`src/rtl/dmem_load_unit.sv`:
```
// -----------------------------------------------------------------------------
// dmem_load_unit
//
// Read side of the memory stage. It accepts one load request at a time and
// issues a word-aligned read to DMEM, or to the peripheral bus when
// peripheral_ce is set. It then extracts the addressed byte, halfword or word,
// sign- or zero-extends it, and returns it to writeback with a one-cycle
// rd_valid_o pulse. Misaligned loads are never issued. They are answered with
// misalign_o=1 and rd_data_o=0.
//
// Optional build macro: LOAD_TIMEOUT_EN
//   When this macro is defined, a peripheral read that sees no per_ready_i for
//   PER_TIMEOUT PER_WAIT cycles is aborted. The unit then answers with
//   rd_data_o=TO_DATA and timeout_o=1. Without the macro, PER_WAIT waits
//   forever and timeout_o is tied to 0.
//
// Ports
//   clk_i          system clock, rising edge
//   rst_i          asynchronous active-high reset
//   req_valid_i    load request strobe (sampled only while req_ready_o=1)
//   alu_out_i      effective byte address
//   instr_opcode_i LB/LH/LW/LBU/LHU; every other opcode is ignored
//   peripheral_ce  1 = peripheral target, 0 = DMEM target
//   dmem_rdata_i   DMEM read data, valid the cycle after dmem_re_o
//   per_rdata_i    peripheral read data, valid with per_ready_i
//   per_ready_i    peripheral read complete
//   req_ready_o    unit idle, request can be accepted
//   addr_o         word address of the current/last load
//   dmem_re_o      DMEM read enable, one-cycle pulse
//   per_re_o       peripheral read enable, held until ready (or timeout)
//   rd_data_o      extended load result, held until the next response
//   rd_valid_o     one-cycle result strobe
//   misalign_o     misaligned-load flag, qualified by rd_valid_o
//   timeout_o      peripheral timeout flag, qualified by rd_valid_o
// -----------------------------------------------------------------------------
module dmem_load_unit #(
  parameter int unsigned PER_TIMEOUT = 16,
  parameter logic [31:0] TO_DATA     = 32'hDEAD_BEEF
) (
  input  logic        clk_i,
  input  logic        rst_i,
  input  logic        req_valid_i,
  input  logic [31:0] alu_out_i,
  input  logic [5:0]  instr_opcode_i,
  input  logic        peripheral_ce,
  input  logic [31:0] dmem_rdata_i,
  input  logic [31:0] per_rdata_i,
  input  logic        per_ready_i,
  output logic        req_ready_o,
  output logic [31:0] addr_o,
  output logic        dmem_re_o,
  output logic        per_re_o,
  output logic [31:0] rd_data_o,
  output logic        rd_valid_o,
  output logic        misalign_o,
  output logic        timeout_o
);

  localparam logic [5:0] OP_LB  = 6'b100000;
  localparam logic [5:0] OP_LH  = 6'b100001;
  localparam logic [5:0] OP_LW  = 6'b100010;
  localparam logic [5:0] OP_LBU = 6'b100100;
  localparam logic [5:0] OP_LHU = 6'b100101;

  typedef enum logic [2:0] {
    S_IDLE     = 3'd0,
    S_ISSUE    = 3'd1,
    S_CAPTURE  = 3'd2,
    S_PER_WAIT = 3'd3,
    S_RESP     = 3'd4
  } state_t;

  state_t      state_q, state_d;
  logic [31:0] addr_q, addr_d;
  logic [5:0]  op_q, op_d;
  logic        ce_q, ce_d;
  logic [31:0] data_q, data_d;
  logic        mis_q, mis_d;

  // The control outputs are registered from the next state. This keeps them
  // glitch-free and lets reset hold all of them, req_ready_o included, at 0.
  logic        ready_q;
  logic        dmem_re_q;
  logic        per_re_q;
  logic        valid_q;

`ifdef LOAD_TIMEOUT_EN
  // The counter only has to reach PER_TIMEOUT-1.
  localparam int unsigned     CNT_W    = (PER_TIMEOUT > 1) ? $clog2(PER_TIMEOUT) : 1;
  localparam logic [CNT_W-1:0] CNT_LAST = CNT_W'(PER_TIMEOUT - 1);

  logic [CNT_W-1:0] cnt_q, cnt_d;
  logic             to_q, to_d;
`else
  // The timeout parameters only matter when the timeout logic is built.
  // They are folded into this otherwise unused net so they stay referenced.
  logic unused_cfg;
  assign unused_cfg = ^{PER_TIMEOUT, TO_DATA};
`endif

  function automatic logic is_load(input logic [5:0] op);
    return (op == OP_LB) || (op == OP_LH) || (op == OP_LW) ||
           (op == OP_LBU) || (op == OP_LHU);
  endfunction

  function automatic logic is_misaligned(input logic [5:0] op, input logic [1:0] off);
    case (op)
      OP_LH, OP_LHU: return off[0];
      OP_LW:         return off != 2'b00;
      default:       return 1'b0;
    endcase
  endfunction

  // Selects the addressed lane of the read word and extends it to 32 bits.
  function automatic logic [31:0] extract(input logic [31:0] word,
                                          input logic [5:0]  op,
                                          input logic [1:0]  off);
    logic [7:0]  b;
    logic [15:0] h;
    b = word[{off, 3'b000} +: 8];
    h = off[1] ? word[31:16] : word[15:0];
    case (op)
      OP_LB:   return {{24{b[7]}}, b};
      OP_LBU:  return {24'h0, b};
      OP_LH:   return {{16{h[15]}}, h};
      OP_LHU:  return {16'h0, h};
      default: return word;
    endcase
  endfunction

  always_comb begin
    // NOTE: every signal gets a default before the case statement. A path
    // that leaves a variable unassigned would otherwise infer a latch.
    state_d = state_q;
    addr_d  = addr_q;
    op_d    = op_q;
    ce_d    = ce_q;
    data_d  = data_q;
    mis_d   = mis_q;
`ifdef LOAD_TIMEOUT_EN
    cnt_d   = cnt_q;
    to_d    = to_q;
`endif

    case (state_q)
      S_IDLE: begin
        if (req_valid_i && is_load(instr_opcode_i)) begin
          addr_d = alu_out_i;
          op_d   = instr_opcode_i;
          ce_d   = peripheral_ce;
          if (is_misaligned(instr_opcode_i, alu_out_i[1:0])) begin
            data_d  = '0;
            mis_d   = 1'b1;
`ifdef LOAD_TIMEOUT_EN
            to_d    = 1'b0;
`endif
            state_d = S_RESP;
          end else begin
            state_d = S_ISSUE;
          end
        end
      end

      S_ISSUE: begin
`ifdef LOAD_TIMEOUT_EN
        cnt_d   = '0;
`endif
        // A per_ready_i seen during this cycle is deliberately ignored.
        state_d = ce_q ? S_PER_WAIT : S_CAPTURE;
      end

      S_CAPTURE: begin
        data_d  = extract(dmem_rdata_i, op_q, addr_q[1:0]);
        mis_d   = 1'b0;
`ifdef LOAD_TIMEOUT_EN
        to_d    = 1'b0;
`endif
        state_d = S_RESP;
      end

      S_PER_WAIT: begin
        // Ready is tested before the timeout, so it wins a same-cycle tie.
        if (per_ready_i) begin
          data_d  = extract(per_rdata_i, op_q, addr_q[1:0]);
          mis_d   = 1'b0;
`ifdef LOAD_TIMEOUT_EN
          to_d    = 1'b0;
`endif
          state_d = S_RESP;
        end
`ifdef LOAD_TIMEOUT_EN
        else if (cnt_q == CNT_LAST) begin
          data_d  = TO_DATA;
          mis_d   = 1'b0;
          to_d    = 1'b1;
          state_d = S_RESP;
        end else begin
          cnt_d = cnt_q + 1'b1;
        end
`endif
      end

      S_RESP:  state_d = S_IDLE;
      default: state_d = S_IDLE;
    endcase
  end

  // NOTE: sequential state uses non-blocking assignments only. All flops then
  // update together at the edge, whatever order the statements are in.
  always_ff @(posedge clk_i or posedge rst_i) begin
    if (rst_i) begin
      state_q   <= S_IDLE;
      addr_q    <= '0;
      op_q      <= '0;
      ce_q      <= 1'b0;
      data_q    <= '0;
      mis_q     <= 1'b0;
      ready_q   <= 1'b0;
      dmem_re_q <= 1'b0;
      per_re_q  <= 1'b0;
      valid_q   <= 1'b0;
`ifdef LOAD_TIMEOUT_EN
      cnt_q     <= '0;
      to_q      <= 1'b0;
`endif
    end else begin
      state_q   <= state_d;
      addr_q    <= addr_d;
      op_q      <= op_d;
      ce_q      <= ce_d;
      data_q    <= data_d;
      mis_q     <= mis_d;
      ready_q   <= (state_d == S_IDLE);
      dmem_re_q <= (state_d == S_ISSUE) && !ce_d;
      per_re_q  <= ((state_d == S_ISSUE) || (state_d == S_PER_WAIT)) && ce_d;
      valid_q   <= (state_d == S_RESP);
`ifdef LOAD_TIMEOUT_EN
      cnt_q     <= cnt_d;
      to_q      <= to_d;
`endif
    end
  end

  assign req_ready_o = ready_q;
  assign addr_o      = {addr_q[31:2], 2'b00};
  assign dmem_re_o   = dmem_re_q;
  assign per_re_o    = per_re_q;
  assign rd_data_o   = data_q;
  assign rd_valid_o  = valid_q;
  assign misalign_o  = mis_q;
`ifdef LOAD_TIMEOUT_EN
  assign timeout_o   = to_q;
`else
  assign timeout_o   = 1'b0;
`endif

endmodule

```
`config.mk`:
```
export PLATFORM = sky130hd
export DESIGN_NAME = dmem_load_unit
export DESIGN_NICKNAME = d
export VERILOG_FILES = /design/src/rtl/dmem_load_unit.sv
export SDC_FILE = /design/constraint.sdc
export NUM_CORES = 1
export LEC_CHECK = 0
export CELL_PAD_IN_SITES_DETAIL_PLACEMENT = 2
export CELL_PAD_IN_SITES_GLOBAL_PLACEMENT = 2
export CORE_ASPECT_RATIO = 0.8
export CORE_MARGIN = 2
export CORE_UTILIZATION = 23
export CTS_CLUSTER_DIAMETER = 40
export CTS_CLUSTER_SIZE = 28
export DETAILED_ROUTE_END_ITERATION = 10
export GPL_TIMING_DRIVEN = 0
export PLACE_DENSITY = 0.8
export SYNTH_ARGS = -nofsm -noshare
export SYNTH_HDL_FRONTEND = slang
export SYNTH_SLANG_ARGS = --single-unit
```
`constraint.sdc`:
```
create_clock -name clk_i -period 2.6 [get_ports clk_i]
set_clock_uncertainty 0.05 [all_clocks]
set_input_delay 0.65 -clock clk_i [delete_from_list [all_inputs] [get_ports clk_i]]
set_output_delay 0.65 -clock clk_i [all_outputs]
set_load 0.02 [all_outputs]
```
**Run 1: clock distribution**

Bar = 50 um.
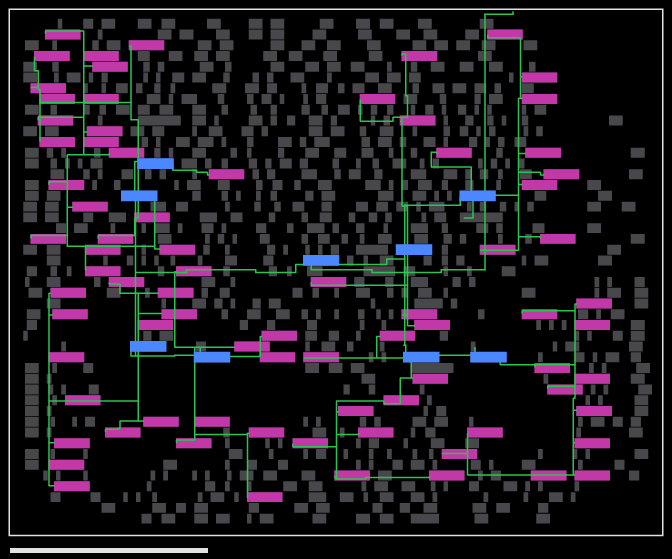
[cells driving clock nets] blue | count: 9
[flip-flops] magenta | count: 79
[clock wires] green | length: 1400 um
routed clock nets: 10

**Run 1: PDN straps and rails**

Pins as bars on the die edge. Tap cells in gray.
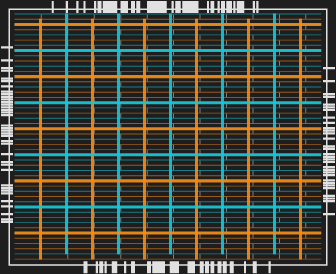
[VSS] orange
[VDD] cyan
met4 straps: 11
met1 rails: 48
met5 straps: 9
signal pins: 177
rows: 47
Die H: 133 um
die x size: 165 um
Floorplan Core Area: 20500 sq um
maximum ir drop on the vdd rail: 337 uV

**Run 1: placed cells, one color a class**

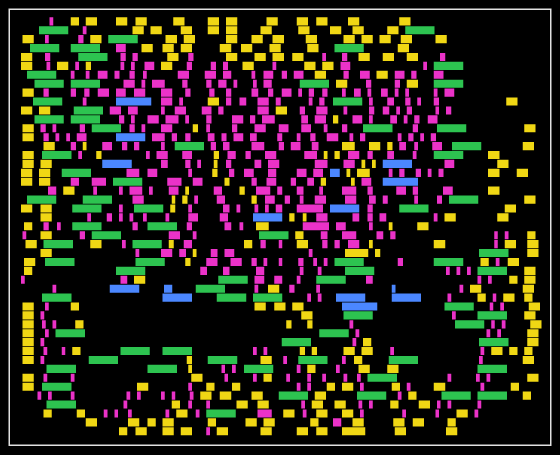
[clock drivers and dummy loads] blue | cells: 15 | share of their area: 4.9%
[all other logic] magenta | cells: 412 | share of their area: 34%
[other buffers and delay cells] yellow | cells: 250 | share of their area: 32%
[flip-flops] green | cells: 79 | share of their area: 29%
sequential fraction of total cell area: 0.273
core occupancy in the finished layout: 0.354
post-route cell area: 7240 sq um
number of rows in the core area: 47

==> run summary, run 1 <==
Notes on the physical implementation.

- The average instance in the mapped netlist occupies between 8 and 9 sq um.
- The script parses the final routing iteration and logs DRC violations as 0.
- STA lists the startpoint of the worst register-to-register path as state_q[0]$_DFF_PP0_.
- The global routing usage on met1 is 0.267, for reference.
- The final period demand of the worst path is 2.48 ns, for reference.
- Input and output buffers added on the ports amount to roughly 170.
- The part of the cycle the worst path needs is 0.954, for reference.
- At the pin with the least slew margin, the transition time is ~1.1 ns.
- The yosys cell count is roughly 560, for reference.
- Once the clock tree was built, the setup fixing pass inserted 0 buffers.
- The worst setup path is of the input pin to flip-flop kind.
- The least setup slack across all paths after layout is 0.119 ns, for reference.
- Per report_power, the Combinational row totals around 2.4 mW.
- The number of antenna diodes in the final layout is 1.
- The flow ran to the end, and the final reports show no timing, DRC or antenna violations.
- The gate count after technology mapping is 564, for reference.
- Among all stages on the critical path, the largest delay is contributed by sky130_fd_sc_hd__mux4_2.
- The core utilization at floorplan is 0.233, for reference.
- After detailed routing, the number of vias per cell comes to between 4 and 5.
- Once layout is complete, the cells apart from fillers number about 1000.
- The post-synthesis share of cell area spent on and, or, nand and nor gates is 0.212, for reference.
- The fraction of synthesized area in multiplexers is 0.0770, for reference.
- The count of routing violations after the opening detailed-route iteration is between 300 and 400, for reference.
- The via count is 4947, for reference.
- The cell count of the worst reg-to-reg path is 6, for reference.
- The TritonCTS clock tree is done, for reference.
- The fill cell total of the finished layout is 2351, for reference.
- The number of stages on the worst hold path is 2, for reference.
- According to the floorplan report, the total die area is roughly 22000 sq um.
- Of all the cell area in the finished design, the clock network holds 0.0463.
- The number of clock buffers in the layout is 10, for reference.
- The clock H-tree reported by CTS has 3 levels.
- The number of clock buffers added by TritonCTS is 9.
- Across the placement rows, the number of tap cells is ~270.
- The power report attributes to the sequential group a share of 0.301.
- The script computed the net switching share of total power as 0.359.
- No sink is reached through more buffers than the 2 on the longest clock path.
- By count the netlist is led by sky130_fd_sc_hd__nand2_1 (161), sky130_fd_sc_hd__dfrtp_1 (79), sky130_fd_sc_hd__a21oi_1 (44), sky130_fd_sc_hd__buf_4 (35), sky130_fd_sc_hd__o21ai_0 (24).
- Per the timing report, the most critical flop-to-flop path finishes at rd_data_o[0]$_DFFE_PP0P_.
- In the final report, the number of endpoints failing setup comes to 0.
- The report lists the cells along the critical path as clkdlybuf4s50_1 -> mux4_2 -> a22o_1 -> nand3_2 -> o2111ai_1 -> mux2_2.
- The type of element launching the critical path is an input pin, for reference.
- According to the timing report, the arrival time at the worst endpoint equals 2.66 ns.
- The pre-CTS setup check shows a worst slack of -0.311 ns.
- Clock tree synthesis selected as its root buffer the cell sky130_fd_sc_hd__clkbuf_16.
- The final count of hold timing violations is 0, for reference.
- For this design, the CTS-stage hold fixing added 0 buffers.
- The final HPWL from detailed placement is ~16 mm, for reference.
- The biggest slice of the total power is consumed by combinational cells.
- The most used logic cell in the final layout is sky130_fd_sc_hd__clkdlybuf4s50_1, for reference.
- Counting plain and timing-repair buffers in the layout gives about 250.
- Of the total synthesized cell area, the portion taken by XOR and XNOR cells is 0.
- Per the run summary, max-cap violations total 0.
- The tally of nets with antenna violations remaining after routing is 0, for reference.
- According to the timing report, the critical path is captured at rd_data_o[12]$_DFFE_PP0P_.
- The met3 wire length is 1.23 mm, for reference.
- The cell group occupying the most layout area is combinational gates, for reference.
- The net switching power in the latest report is approximately 2 mW.
- The met3 routing resource usage after global routing is 0.0420, for reference.
- The fraction of cell area in multi-input combinational cells is reported as 0.320.
- Setup repair after global routing could not meet its margin everywhere.
- After global routing, the most crowded layer is met2.
- The stage-log warning count is 27, for reference.
- The top cell type by total area after synthesis is sky130_fd_sc_hd__dfrtp_1, for reference.
- The cell resize tally after clock tree synthesis is 0, for reference.
- The fraction of layout cells with a size suffix above 1 is 0.136, for reference.
==> run 2, diff against run 1 <==
--- a/config.mk
+++ b/config.mk
@@ -13,7 +13,6 @@
 export CTS_CLUSTER_DIAMETER = 40
 export CTS_CLUSTER_SIZE = 28
 export DETAILED_ROUTE_END_ITERATION = 10
-export GPL_TIMING_DRIVEN = 0
 export PLACE_DENSITY = 0.8
 export SYNTH_ARGS = -nofsm -noshare
 export SYNTH_HDL_FRONTEND = slang
**Run 2: placed cells, one color a class**

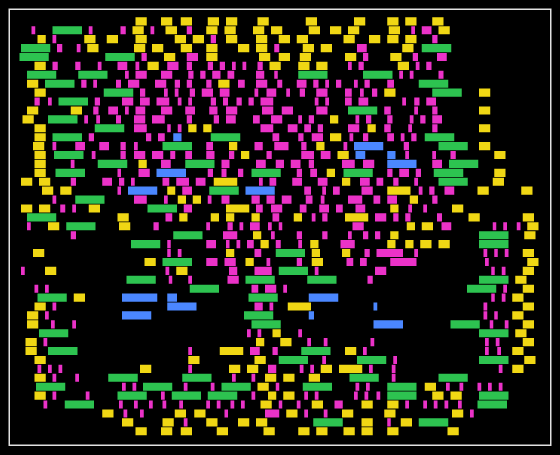
[other buffers and delay cells] yellow | cells: 215 | share of their area: 32%
[all other logic] magenta | cells: 412 | share of their area: 35%
[clock drivers and dummy loads] blue | cells: 16 | share of their area: 4.4%
[flip-flops] green | cells: 79 | share of their area: 29%

==> run summary, run 2 <==
Notes on the physical implementation.

- The flow ran to the end, and the final reports show no timing, DRC or antenna violations.
- The busiest layer in global routing is met2, for reference.
- The die covers roughly 22000 sq um.
- In the floorplan report the effective utilization is 0.233.
- The part of the cycle the worst path needs is 0.922, for reference.
- The count of hold-fix buffers inserted at cts is 0, for reference.
- The power group with the largest share is combinational cells, for reference.
- The post-route cell area is between 7000 and 8000 sq um, for reference.
- The final count of hold timing violations is 0, for reference.
- Subtracting the final worst setup slack from the clock period gives between 2 and 2.5 ns.
- The gate count after technology mapping is 564, for reference.
- The number of clock buffers in the layout is 10, for reference.
- The number of stages on the worst hold path is 2, for reference.
- The type of element launching the critical path is an input pin, for reference.
- The final timing report counts setup violations totalling 0.
- The cell group occupying the most layout area is combinational gates, for reference.
- The maximum VDD drop is 325 uV, for reference.
- The most used logic cell in the final layout is sky130_fd_sc_hd__clkdlybuf4s50_1, for reference.
- The number of non-clock buffers is about 220, for reference.
- The reported max-cap violation count is 0, for reference.
- The sequential share of power is 0.327, for reference.
- The power in combinational cells is between 2 and 2.5 mW, for reference.
- Per the repair_timing log after CTS, setup buffers inserted total 0.
- The post-synthesis share of cell area spent on and, or, nand and nor gates is 0.212, for reference.
- In this run the deepest clock path goes through 2 buffers.
- Registers represent a cell area share of 0.278.
- Fill cells in the final layout number between 2000 and 2500.
- The capture point of the critical path is rd_data_o[7]$_DFFE_PP0P_, for reference.
- The cell resize tally after clock tree synthesis is 0, for reference.
- The fraction of synthesized area in multiplexers is 0.0770, for reference.
- In this run, the synthesized area fraction spent on xor and xnor cells is recorded as 0.
- The post-route utilization of the core is recorded as 0.347.
- The quantity of I/O buffers inserted on ports is between 150 and 200, for reference.
- The yosys cell count is between 500 and 600, for reference.
- Averaged over all synthesized cells, the footprint is 8.44 sq um.
- The worst path meets setup with about 0.20 ns of slack.
- The startpoint-to-endpoint class of the critical path is input pin to flip-flop, for reference.
- The worst flop-to-flop path endpoint is rd_data_o[7]$_DFFE_PP0P_, for reference.
- The met3 routing resource usage after global routing is 0.0376, for reference.
Power is estimated from default activity; no workload was simulated.
